===== src/rtl/flag_rename_table.sv =====
// Flag rename table: allocates entries to flag producers, captures result flags, frees on commit.
// Latency: grant/capture/commit take effect one cycle after the request; lookups are combinational.
// Backpressure: REGIST READY drops when fewer than one/two entries are FREE; requests without READY are dropped.
module flag_rename_table #(
    parameter int ENTRY_N = 16,
    parameter int TAG_W   = 6,
    parameter int FLAG_W  = 5,
    parameter int CDB_N   = 2,
    parameter int IDX_W   = $clog2(ENTRY_N)
) (
    input  logic                      iCLOCK,
    input  logic                      inRESET,
    input  logic                      iREMOVE_VALID,
    input  logic [(1<<TAG_W)-1:0]     iCOMMIT_VECTOR,
    input  logic                      iREGIST_0_VALID,
    input  logic                      iREGIST_1_VALID,
    input  logic [TAG_W-1:0]          iREGIST_0_COMMIT_TAG,
    input  logic [TAG_W-1:0]          iREGIST_1_COMMIT_TAG,
    output logic [IDX_W-1:0]          oREGIST_0_REGNAME,
    output logic [IDX_W-1:0]          oREGIST_1_REGNAME,
    output logic                      oREGIST_0_READY,
    output logic                      oREGIST_1_READY,
    input  logic [CDB_N-1:0]          iCDB_VALID,
    input  logic [CDB_N*TAG_W-1:0]    iCDB_COMMIT_TAG,
    input  logic [CDB_N*FLAG_W-1:0]   iCDB_FLAGS,
    input  logic [IDX_W-1:0]          iQUERY_REGNAME,
    output logic                      oQUERY_FLAGS_VALID,
    output logic [FLAG_W-1:0]         oQUERY_FLAGS,
    output logic [IDX_W:0]            oINFO_FREE_COUNT
);

    typedef enum logic [1:0] {
        ST_FREE    = 2'd0,
        ST_WAIT    = 2'd1,
        ST_DONE    = 2'd2,
        ST_RELEASE = 2'd3
    } state_e;

    typedef struct packed {
        state_e              st;
        logic [TAG_W-1:0]    tag;
        logic [FLAG_W-1:0]   flags;
    } entry_t;

    localparam logic [IDX_W:0]   CNT_ONE = 1;
    localparam logic [IDX_W:0]   CNT_TWO = 2;
    localparam logic [TAG_W-1:0] TAG_ONE = 1;

    entry_t entry_q [ENTRY_N];
    entry_t entry_d [ENTRY_N];

    logic [IDX_W:0]    free_cnt;
    logic [IDX_W-1:0]  idx0;
    logic [IDX_W-1:0]  idx1;
    logic              found0;
    logic              found1;
    logic              ready0;
    logic              ready1;
    logic              grant0;
    logic              grant1;

    logic [TAG_W-1:0]  cdb_tag   [CDB_N];
    logic [FLAG_W-1:0] cdb_flags [CDB_N];

    // Free-list scan works purely on registered state, so an entry freed this
    // cycle only becomes grantable once its FREE state is visible next cycle.
    always_comb begin
        free_cnt = '0;
        idx0     = '0;
        idx1     = '0;
        found0   = 1'b0;
        found1   = 1'b0;
        for (int i = 0; i < ENTRY_N; i++) begin
            if (entry_q[i].st == ST_FREE) begin
                free_cnt = free_cnt + CNT_ONE;
                if (!found0) begin
                    found0 = 1'b1;
                    idx0   = IDX_W'(i);
                end else if (!found1) begin
                    found1 = 1'b1;
                    idx1   = IDX_W'(i);
                end
            end
        end
    end

    assign ready0 = (free_cnt >= CNT_ONE);
    assign ready1 = (free_cnt >= CNT_TWO);
    assign grant0 = iREGIST_0_VALID && ready0 && !iREMOVE_VALID;
    assign grant1 = iREGIST_0_VALID && iREGIST_1_VALID && ready1 && !iREMOVE_VALID;

    always_comb begin
        for (int c = 0; c < CDB_N; c++) begin
            cdb_tag[c]   = iCDB_COMMIT_TAG[c*TAG_W +: TAG_W];
            cdb_flags[c] = iCDB_FLAGS[c*FLAG_W +: FLAG_W];
        end
    end

    always_comb begin
        logic              hit;
        logic [FLAG_W-1:0] hit_flags;
        logic [TAG_W-1:0]  commit_idx;
        hit        = 1'b0;
        hit_flags  = '0;
        commit_idx = '0;
        for (int i = 0; i < ENTRY_N; i++) begin
            entry_d[i] = entry_q[i];
            // The commit strobe for a tag arrives on the next tag's bit, wrapping at the top.
            commit_idx = entry_q[i].tag + TAG_ONE;
            hit        = 1'b0;
            hit_flags  = '0;
            case (entry_q[i].st)
                ST_FREE: begin
                    if (grant0 && (idx0 == IDX_W'(i))) begin
                        entry_d[i].st  = ST_WAIT;
                        entry_d[i].tag = iREGIST_0_COMMIT_TAG;
                    end else if (grant1 && (idx1 == IDX_W'(i))) begin
                        entry_d[i].st  = ST_WAIT;
                        entry_d[i].tag = iREGIST_1_COMMIT_TAG;
                    end
                end
                ST_WAIT: begin
                    if (iREMOVE_VALID) begin
                        entry_d[i].st = ST_FREE;
                    end else begin
                        // Descending scan so the lowest matching channel wins.
                        for (int c = CDB_N - 1; c >= 0; c--) begin
                            if (iCDB_VALID[c] && (cdb_tag[c] == entry_q[i].tag)) begin
                                hit       = 1'b1;
                                hit_flags = cdb_flags[c];
                            end
                        end
                        if (hit) begin
                            entry_d[i].st    = ST_DONE;
                            entry_d[i].flags = hit_flags;
                        end
                    end
                end
                ST_DONE: begin
                    if (iCOMMIT_VECTOR[commit_idx]) begin
                        entry_d[i].st = ST_RELEASE;
                    end
                end
                ST_RELEASE: begin
                    entry_d[i].st = ST_FREE;
                end
                default: begin
                    entry_d[i].st = ST_FREE;
                end
            endcase
        end
    end

    always_ff @(posedge iCLOCK or negedge inRESET) begin
        if (!inRESET) begin
            for (int i = 0; i < ENTRY_N; i++) begin
                entry_q[i] <= '{st: ST_FREE, tag: '0, flags: '0};
            end
        end else begin
            for (int i = 0; i < ENTRY_N; i++) begin
                entry_q[i] <= entry_d[i];
            end
        end
    end

    assign oREGIST_0_REGNAME  = idx0;
    assign oREGIST_1_REGNAME  = idx1;
    assign oREGIST_0_READY    = ready0;
    assign oREGIST_1_READY    = ready1;
    assign oINFO_FREE_COUNT   = free_cnt;
    assign oQUERY_FLAGS_VALID = (entry_q[iQUERY_REGNAME].st == ST_DONE);
    assign oQUERY_FLAGS       = entry_q[iQUERY_REGNAME].flags;

endmodule


===== config.mk =====
export PLATFORM = sky130hd
export DESIGN_NAME = flag_rename_table
export DESIGN_NICKNAME = d
export VERILOG_FILES = /design/src/rtl/flag_rename_table.sv
export SDC_FILE = /design/constraint.sdc
export NUM_CORES = 1
export LEC_CHECK = 0
export CAP_MARGIN = 5
export CORE_AREA = 2 2 219 221
export DETAILED_ROUTE_END_ITERATION = 7
export DIE_AREA = 0 0 221 223
export MAX_ROUTING_LAYER = met4
export PLACE_DENSITY = 0.84
export SETUP_SLACK_MARGIN = 0.4
export SLEW_MARGIN = 20
export SYNTH_ARGS = -nofsm -noshare
export SYNTH_HDL_FRONTEND = slang
export SYNTH_SLANG_ARGS = --single-unit

===== constraint.sdc =====
create_clock -name iCLOCK -period 18.9 [get_ports iCLOCK]
set_input_delay 5.67 -clock iCLOCK [delete_from_list [all_inputs] [get_ports iCLOCK]]
set_output_delay 5.67 -clock iCLOCK [all_outputs]
set_load 0.05 [all_outputs]

clk_routes.png
(2 px per um)
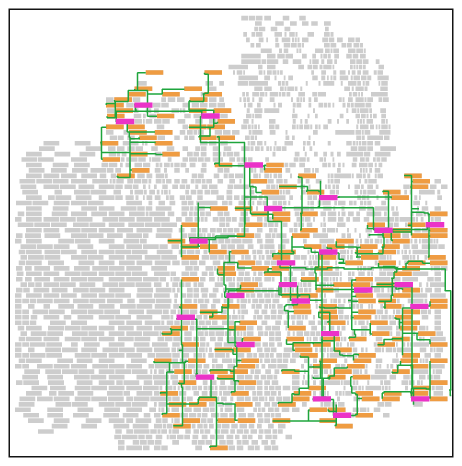
[clock wires] green | length: 2840 um
[flip-flops] orange | count: 208
[clock drivers] magenta | count: 24
routed clock nets	25
clk_lat worst skew: 0.55 ns
skew final: 0.0228 ns

detail.png
Window x 156 to 176, y 157 to 177 um. Cells in grey, sequential cells in the stronger grey; small squares are vias.
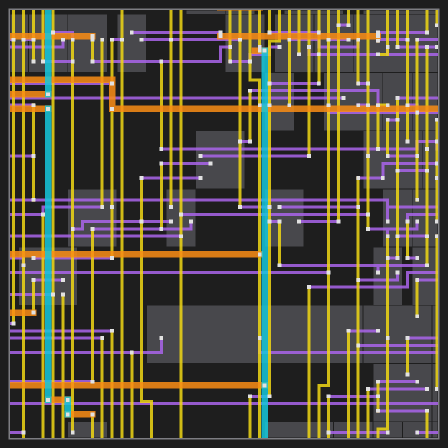
layer	colour
metal 2	yellow
metal 4	cyan
metal 3	orange
metal 1	purple
sequential cells in the window	0
most frequent	nor2_1 (6), a21oi_1 (3)
cells with their middle in the window	22

==> run summary <==
run metrics: status=complete, no violations, Critical Path Sink=oREGIST_0_READY, Commonest Layout Cell=mux4_2, CTS Buf Count=24, Syn. warnings=0, FF-to-FF setup slack=6.08 ns, layout cell share with drive strength beyond 1=29.4%, root buf cell=clkbuf_16, row count=roughly 80, Die Width=221 um, Routed Antenna Nets=0, Top cells by area=mux4_2 31%, dfrtp_1 20%, mux2_2 5.9%, 1st-iter DRT viols=approximately 3300, hold_sp=entry_q[108]$_DFFE_PN0P_, largest net degree at the start of global routing=approximately 85, vias after detailed routing=between 20000 and 25000, CTS tree=yes, Top Ports=~130, Max-slew headroom=17.7%, crit path from=entry_q[206]$_DFFE_PN0P_, min Tclk post-route=~18 ns, most frequent cells in the layout=348 x mux4_2, 207 x dfrtp_1, 151 x nand2_1, Max Cap Viol=0, number of synthesized flops with an enable pin=0, Finish-stage setup viols=0, Tcrit/Tclk final=94.0%, Synth area leader=mux4_2, RSZ-0062 raised after global routing=no, crit path kind=reg -> out, die area=49300 um2, initial antenna violation count=4, Biggest register=entry_q, ys flops=about 210, number of global-route vias before repair=22392, Hold/Removal Path Class=reg -> reg, Largest regs=entry_q: 192 flops
placement_by_type.png
(2 px per um) Fill, decap, tap and diode cells in grey.
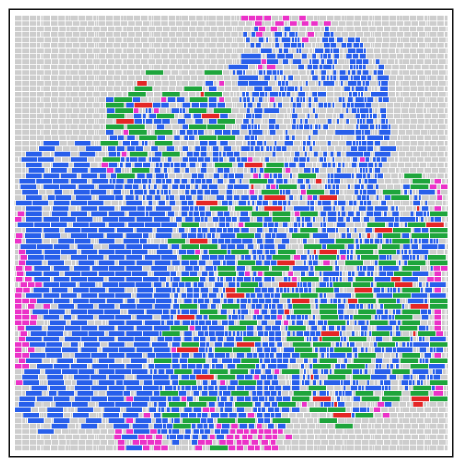
class	colour	cells
clock drivers and dummy loads	red	43
sequential cells	green	208
combinational and other logic	blue	1852
remaining buffers and delay cells	magenta	185
core area: 47100 um2
Seq area share: 18.7%
final instance area: 27800 um2

congestion.png
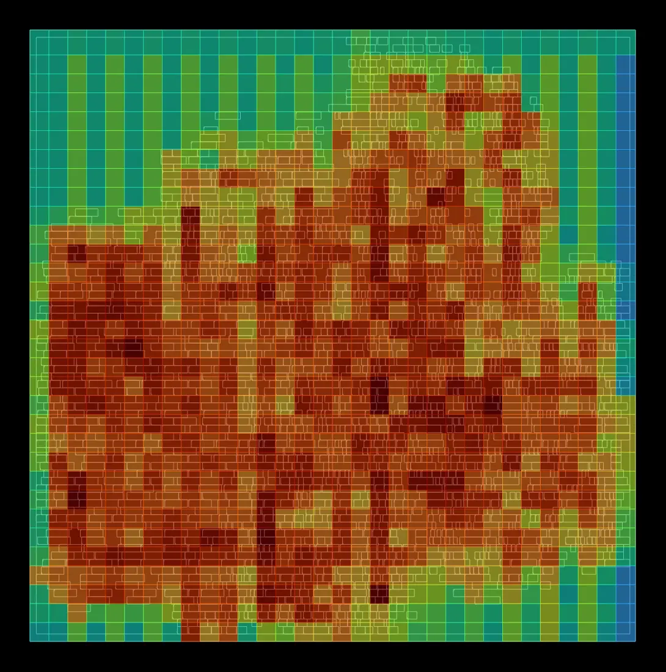
GRT met3 Usage: 10.2%
met1 usage: 44.9%
routed length per instance: 31.3 um
final core utilization: 59.0%
GRT Resource Usage Total: 37.4%

cell usage after synthesis (all sizes together), types with 8 or more instances:
master and number:
xnor2 149, dfrtp 208, nand2 151, or3b 10, or2 18, mux2i 105
mux2 169, nor4 31, xor2 143, ha 34, o21ai 109, nor2b 15
buf 60, nand3 70, nand4 34, nor3 28, a2111oi 8, and3 19
mux4 348, a21oi 59, nand2b 25, or4 15, a22oi 27, a211oi 13
or3 12, nor2 112, clkbuf 214, inv 25, o22ai 9
worst max-delay path: cells and delay by family, from the launching register on:
family,cells,cell delay (ns)
DFF,1,0.40
muxes,2,0.56
and+or+nand+nor,21,3.88
buffers and inverters,6,0.88
AOI/OAI and AO/OA,9,1.70
adders and majority gates,14,4.15
layout make-up:
type,instances,area [um2],area share (%)
inverters,25,96.3,0.346
multi-input cells,1827,19200,69.0
clock buffers,35,692,2.49
clock inverters,8,121,0.436
well taps,615,769,2.77
repair buffers,185,1720,6.18
flip-flops and latches,208,5210,18.7
diodes,4,10.0,0.0360
repair_timing:
action                     4_1_cts  5_1_grt
pin swaps                        1        0
setup endpoints to repair        1        3
gates resized                    0        4
buffers inserted                 1        0
per-stage QoR:
step	setup WS, ns	cells	util [%]
after floorplan	2.41	2334	-
after detailed placement	0.946	2858	57.1
after global placement	1.43	2858	57.1
final	1.13	2907	59.0
after global routing	0.427	2907	59.0
after CTS	0.765	2902	58.9
layer usage:
metal	vias to the layer above	share of wire [%]	track usage [%]
met5	-	0	-
met4	0	7.2	21.0
met3	583	14	10.2
met2	2121	45	57.1
met1	10878	33	44.9
li1	8827	-	-
logic make-up after synthesis:
logic type / synth area share [%]
AND/OR/NAND/NOR: 11.7
XOR/XNOR: 10.9
buffers and inverters: 4.49
AND-OR/OR-AND: 8.20
adder cells (fa/ha/maj): 1.67
flip-flops: 20.5
multiplexers: 42.6
